==> images/pinout.png <==
(3 px per um) Pins as bars across the die edge, other pins in grey.
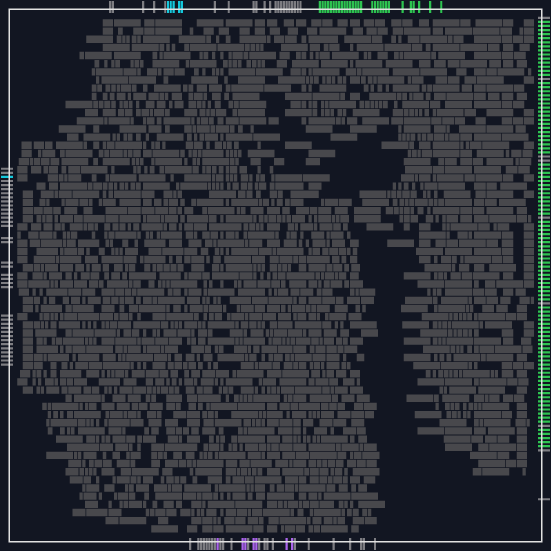
==> images/placed.png <==
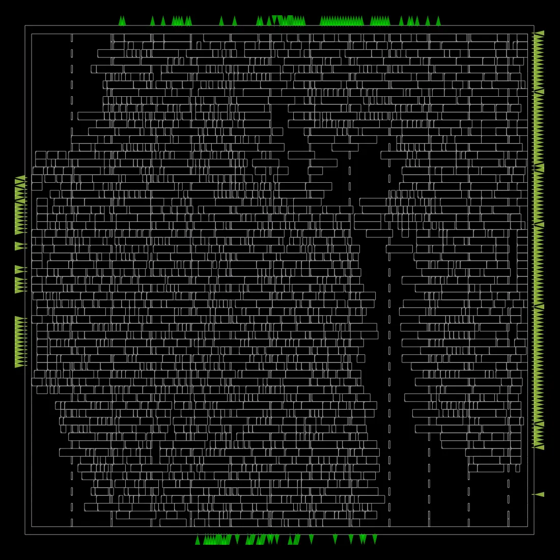
==> images/layers.png <==
(1.5 px per um) Two of the layers only.
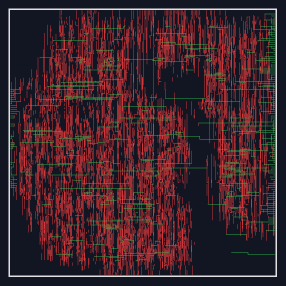
==> images/m2.png <==
(3 px per um)
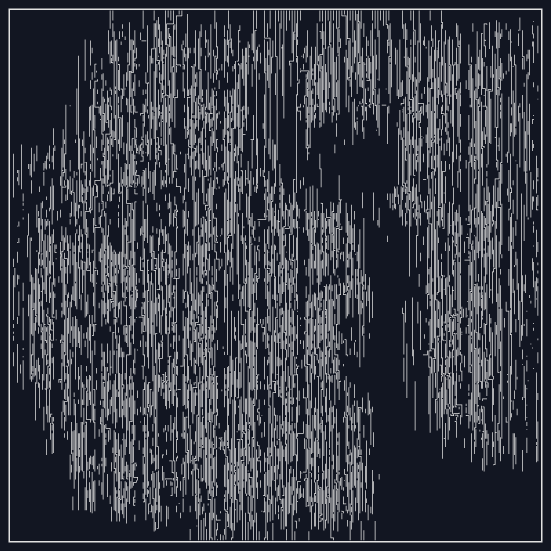
==> images/port_trees.png <==
(1.5 px per um)
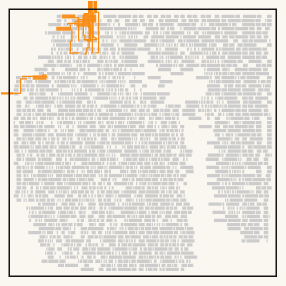
File: config.mk
export PLATFORM = sky130hd
export DESIGN_NAME = bicubic_window_fetch
export DESIGN_NICKNAME = d
export VERILOG_FILES = /design/src/rtl/bicubic_window_fetch.sv
export SDC_FILE = /design/constraint.sdc
export NUM_CORES = 1
export LEC_CHECK = 0
export ABC_CLOCK_PERIOD_IN_PS = 11200
export CORE_MARGIN = 2
export CORE_UTILIZATION = 57
export CTS_CLUSTER_SIZE = 14
export DETAILED_ROUTE_END_ITERATION = 10
export GPL_TIMING_DRIVEN = 0
export PLACE_DENSITY = 0.91
export SYNTH_ARGS = -nofsm -noshare
export SYNTH_HDL_FRONTEND = slang
export SYNTH_SLANG_ARGS = --single-unit
File: constraint.sdc
create_clock -name CLK -period 11.2 [get_ports CLK]
set_clock_uncertainty 0.2 [all_clocks]
set_input_delay 2.8 -clock CLK [delete_from_list [all_inputs] [get_ports CLK]]
set_output_delay 2.8 -clock CLK [all_outputs]
set_load 0.05 [all_outputs]
File: src/rtl/bicubic_window_fetch.sv
// bicubic_window_fetch: maps a target pixel to ROI source coordinates, divides out the
// fractions, fetches the clamped 4x4 neighbourhood from ImgROM and presents it over valid/ready.
module bicubic_window_fetch #(
  parameter int IMG_W = 100,
  parameter int IMG_H = 100
) (
  input  logic         CLK,
  input  logic         RST,
  input  logic [6:0]   V0,
  input  logic [6:0]   H0,
  input  logic [4:0]   SW,
  input  logic [4:0]   SH,
  input  logic [5:0]   TW,
  input  logic [5:0]   TH,
  input  logic         req_valid,
  output logic         req_ready,
  input  logic [5:0]   req_tx,
  input  logic [5:0]   req_ty,
  output logic         rom_cen,
  output logic [13:0]  rom_a,
  input  logic [7:0]   rom_q,
  output logic         win_valid,
  input  logic         win_ready,
  output logic [127:0] win_pix,
  output logic [5:0]   win_fx_num,
  output logic [5:0]   win_fx_den,
  output logic [5:0]   win_fy_num,
  output logic [5:0]   win_fy_den
);
  localparam logic [2:0] IDLE = 3'd0, DIV = 3'd1, FETCH = 3'd2, CAPT = 3'd3, VALID = 3'd4;
  logic [2:0] state;
  logic [3:0] cnt, cap_k;
  logic cap_v;
  logic [6:0] h0, v0, rx, ry;
  logic [4:0] sw, sh;
  logic [5:0] dx, dy;
  logic [10:0] nx, ny;
  logic [13:0] rom_a_q, addr;
  logic [7:0] rx_sh, ry_sh;
  logic x_ge, y_ge;
  logic signed [13:0] cc, rr, cl, rl, xlo, xhi, ylo, yhi;
  // nx/ny hold the dividend and shift in quotient bits; a zero divisor never subtracts
  always_comb begin
    rx_sh = {rx, nx[10]};
    ry_sh = {ry, ny[10]};
    x_ge = dx != 6'd0 && rx_sh >= {2'b0, dx};
    y_ge = dy != 6'd0 && ry_sh >= {2'b0, dy};
    xlo = $signed({7'b0, h0});
    ylo = $signed({7'b0, v0});
    xhi = xlo + $signed({9'b0, sw}) - 14'sd1;
    yhi = ylo + $signed({9'b0, sh}) - 14'sd1;
    cc = xlo + $signed({3'b0, nx}) + $signed({12'b0, cnt[1:0]}) - 14'sd1;
    rr = ylo + $signed({3'b0, ny}) + $signed({12'b0, cnt[3:2]}) - 14'sd1;
    cl = cc < xlo ? xlo : cc > xhi ? xhi : cc;
    rl = rr < ylo ? ylo : rr > yhi ? yhi : rr;
    addr = 14'(int'(rl[7:0]) * IMG_W + int'(cl[7:0]));
  end
  assign req_ready = state == IDLE;
  assign win_valid = state == VALID;
  assign rom_cen = state != FETCH;
  assign rom_a = state == FETCH ? addr : rom_a_q;
  always_ff @(posedge CLK or posedge RST) begin
    if (RST) begin
      state <= IDLE;
      cnt <= '0;
      cap_k <= '0;
      cap_v <= 1'b0;
      {h0, v0, sw, sh, dx, dy} <= '0;
      {nx, ny, rx, ry} <= '0;
      rom_a_q <= '0;
      win_pix <= '0;
      {win_fx_num, win_fx_den, win_fy_num, win_fy_den} <= '0;
    end else begin
      cap_v <= state == FETCH;
      cap_k <= cnt;
      if (cap_v) win_pix[{cap_k, 3'b0} +: 8] <= rom_q;
      case (state)
        IDLE: if (req_valid) begin
          {h0, v0, sw, sh} <= {H0, V0, SW, SH};
          dx <= TW - 6'd1;
          dy <= TH - 6'd1;
          nx <= 11'(req_tx) * 11'(SW - 5'd1);
          ny <= 11'(req_ty) * 11'(SH - 5'd1);
          {rx, ry} <= '0;
          cnt <= '0;
          state <= DIV;
        end
        DIV: begin
          rx <= x_ge ? 7'(rx_sh - {2'b0, dx}) : rx_sh[6:0];
          ry <= y_ge ? 7'(ry_sh - {2'b0, dy}) : ry_sh[6:0];
          nx <= {nx[9:0], x_ge};
          ny <= {ny[9:0], y_ge};
          cnt <= cnt == 4'd10 ? 4'd0 : cnt + 4'd1;
          state <= cnt == 4'd10 ? FETCH : DIV;
        end
        FETCH: begin
          rom_a_q <= addr;
          cnt <= cnt + 4'd1;
          state <= cnt == 4'd15 ? CAPT : FETCH;
        end
        CAPT: begin
          win_fx_num <= dx == 6'd0 ? 6'd0 : 6'(rx);
          win_fy_num <= dy == 6'd0 ? 6'd0 : 6'(ry);
          win_fx_den <= dx;
          win_fy_den <= dy;
          state <= VALID;
        end
        VALID: state <= win_ready ? IDLE : VALID;
        default: state <= IDLE;
      endcase
    end
  end
endmodule

==> results_slide.txt <==
Physical Implementation Snapshot

Place
  – HPWL after DPL: about 35000 um

CTS
  – Worst-path clk slew: around 0.070 ns
  – Clock tree buffer depth: 3
  – Hold_buf cts: 0
  – Clock sink count: approximately 250
  – H-tree levels: 1

GRT
  – Gr ovfl total: 0
  – Largest net degree at the start of global routing: between 100 and 150
  – Vias in the first global route: 14600

STA
  – Final Hold Fails: 0
  – Slew margin rel.: about 40%

Job
  – Max cap viols: 0

Status
  – Status: complete, no violations

Finish
  – Non-Clock Inverter Count: 224
  – Logic area: 10000 um2
  – Fill cells: between 2000 and 2500

Critical path
  – RR Startpoint: cnt[3]
  – Worst Setup End Kind: output port
  – CP endpoint: rom_a[10]
  – Arr. time, crit path: approximately 8.2 ns
  – Worst Reg-to-Reg Cells: 34
  – CP delay by family, top: adder cells
  – RR Endpoint: rom_a_q[12]
  – Worst path required time: around 8.2 ns
  – Slowest CP cell: fa_1
  – Crit-path max cell delay: around 0.54 ns

Synthesis
  – Synth Flop Type: dfrtp_1
  – Adder Area Share: a little over a fifth
  – And+or+nand+nor area frac: around an eighth
  – Ys flops: ~250

Worst hold path
  – Path type of the worst min-delay path: register to register

Floorplan
  – DIE AREA: 31300 um2
  – Pre-Place Util: between 50% and 60%

Drt
  – DRC violations left: 0
About pinout.png:
purple -> V0  # pins 7, direction input, edge south
cyan -> win_fx_den  # pins 6, direction output, edge 5 north, 1 west
green -> win_pix  # pins 128, direction output, edge 99 east, 29 north
Die X: 177 um
die height: 177 um
IO Port Bufs: 220

About placed.png:
num sequential: 250
utilization after layout: 71.5%

About layers.png:
green -> M3  # wire length 3030 um
red -> M2  # wire length 23.7 mm
Tot GR Track Use: 28.8%
vias: 14600
Post-Route WL: 47000 um
routed len/inst: 19.0 um

About m2.png:
longest straight run = 61.5 um
wire length on this layer = 23.7 mm
nets with wire on the layer = 2156
share of all routed wire = 50%
main direction = vertical
met2 Track Usage GR: 52.1%

About port_trees.png:
orange -> win_fx_den  # direction output, edge 5 north, 1 west, end cells 6, wire 312 um
IO Pins: 229

[metrics by stage]
| stage | hold WS (ns) | setup WS [ns] | area (um2) | instances | TNS, ns |
|---|---|---|---|---|---|
| after global routing | 0.293 | -0.287 | 21100 | 2477 | -1.44 |
| after CTS | 0.276 | 0.00351 | 20800 | 2460 | 0 |
| after global placement | 0.245 | -1.29 | 19800 | 2408 | -317.23 |
| after floorplan | 0.200 | 0.00540 | 17100 | 1798 | 0 |
| final | 0.281 | 0.0240 | 21100 | 2478 | 0 |
| after detailed placement | 0.266 | -0.785 | 19800 | 2409 | -4.14 |
[Yosys cell counts, types with 6 or more instances]
master,n
nand2b_1,11
o21a_1,10
o21ai_0,186
a21o_1,18
mux2_2,72
a22oi_1,18
ha_1,223
dfrtp_1,250
and2_1,25
a211oi_1,6
nor3_1,20
clkbuf_1,43
xor2_1,23
nor2_1,53
o21bai_1,12
inv_1,224
o31ai_1,8
or2_2,7
nor3b_1,7
a21oi_1,54
xnor2_1,56
nor2b_1,29
buf_1,11
fa_1,46
mux2i_1,32
nand3_1,37
nand4_1,10
nand2_1,243
[registers in the layout, summed over array words and instances, names as in the netlist, 7 cells and up]
signal   count
v0           7
ny          11
rom_a_q     14
h0           7
rx           7
win_pix    128
nx          11
ry           7
[layer usage]
| metal | wire (um) | global-route usage, % | up-vias |
|---|---|---|---|
| met1 | 18100 | 33.6 | 7160 |
| li1 | - | - | 6602 |
| met4 | 2180 | 13.2 | 0 |
| met3 | 3030 | 4.19 | 165 |
| met5 | 0 | 0 | - |
| met2 | 23700 | 52.1 | 626 |
[what timing repair did]
action                     in CTS  in global routing
gates cloned                    0                  0
gates resized                  60                 53
setup buffers                   3                 17
setup endpoints to repair       8                  8
pin swaps                       6                 37
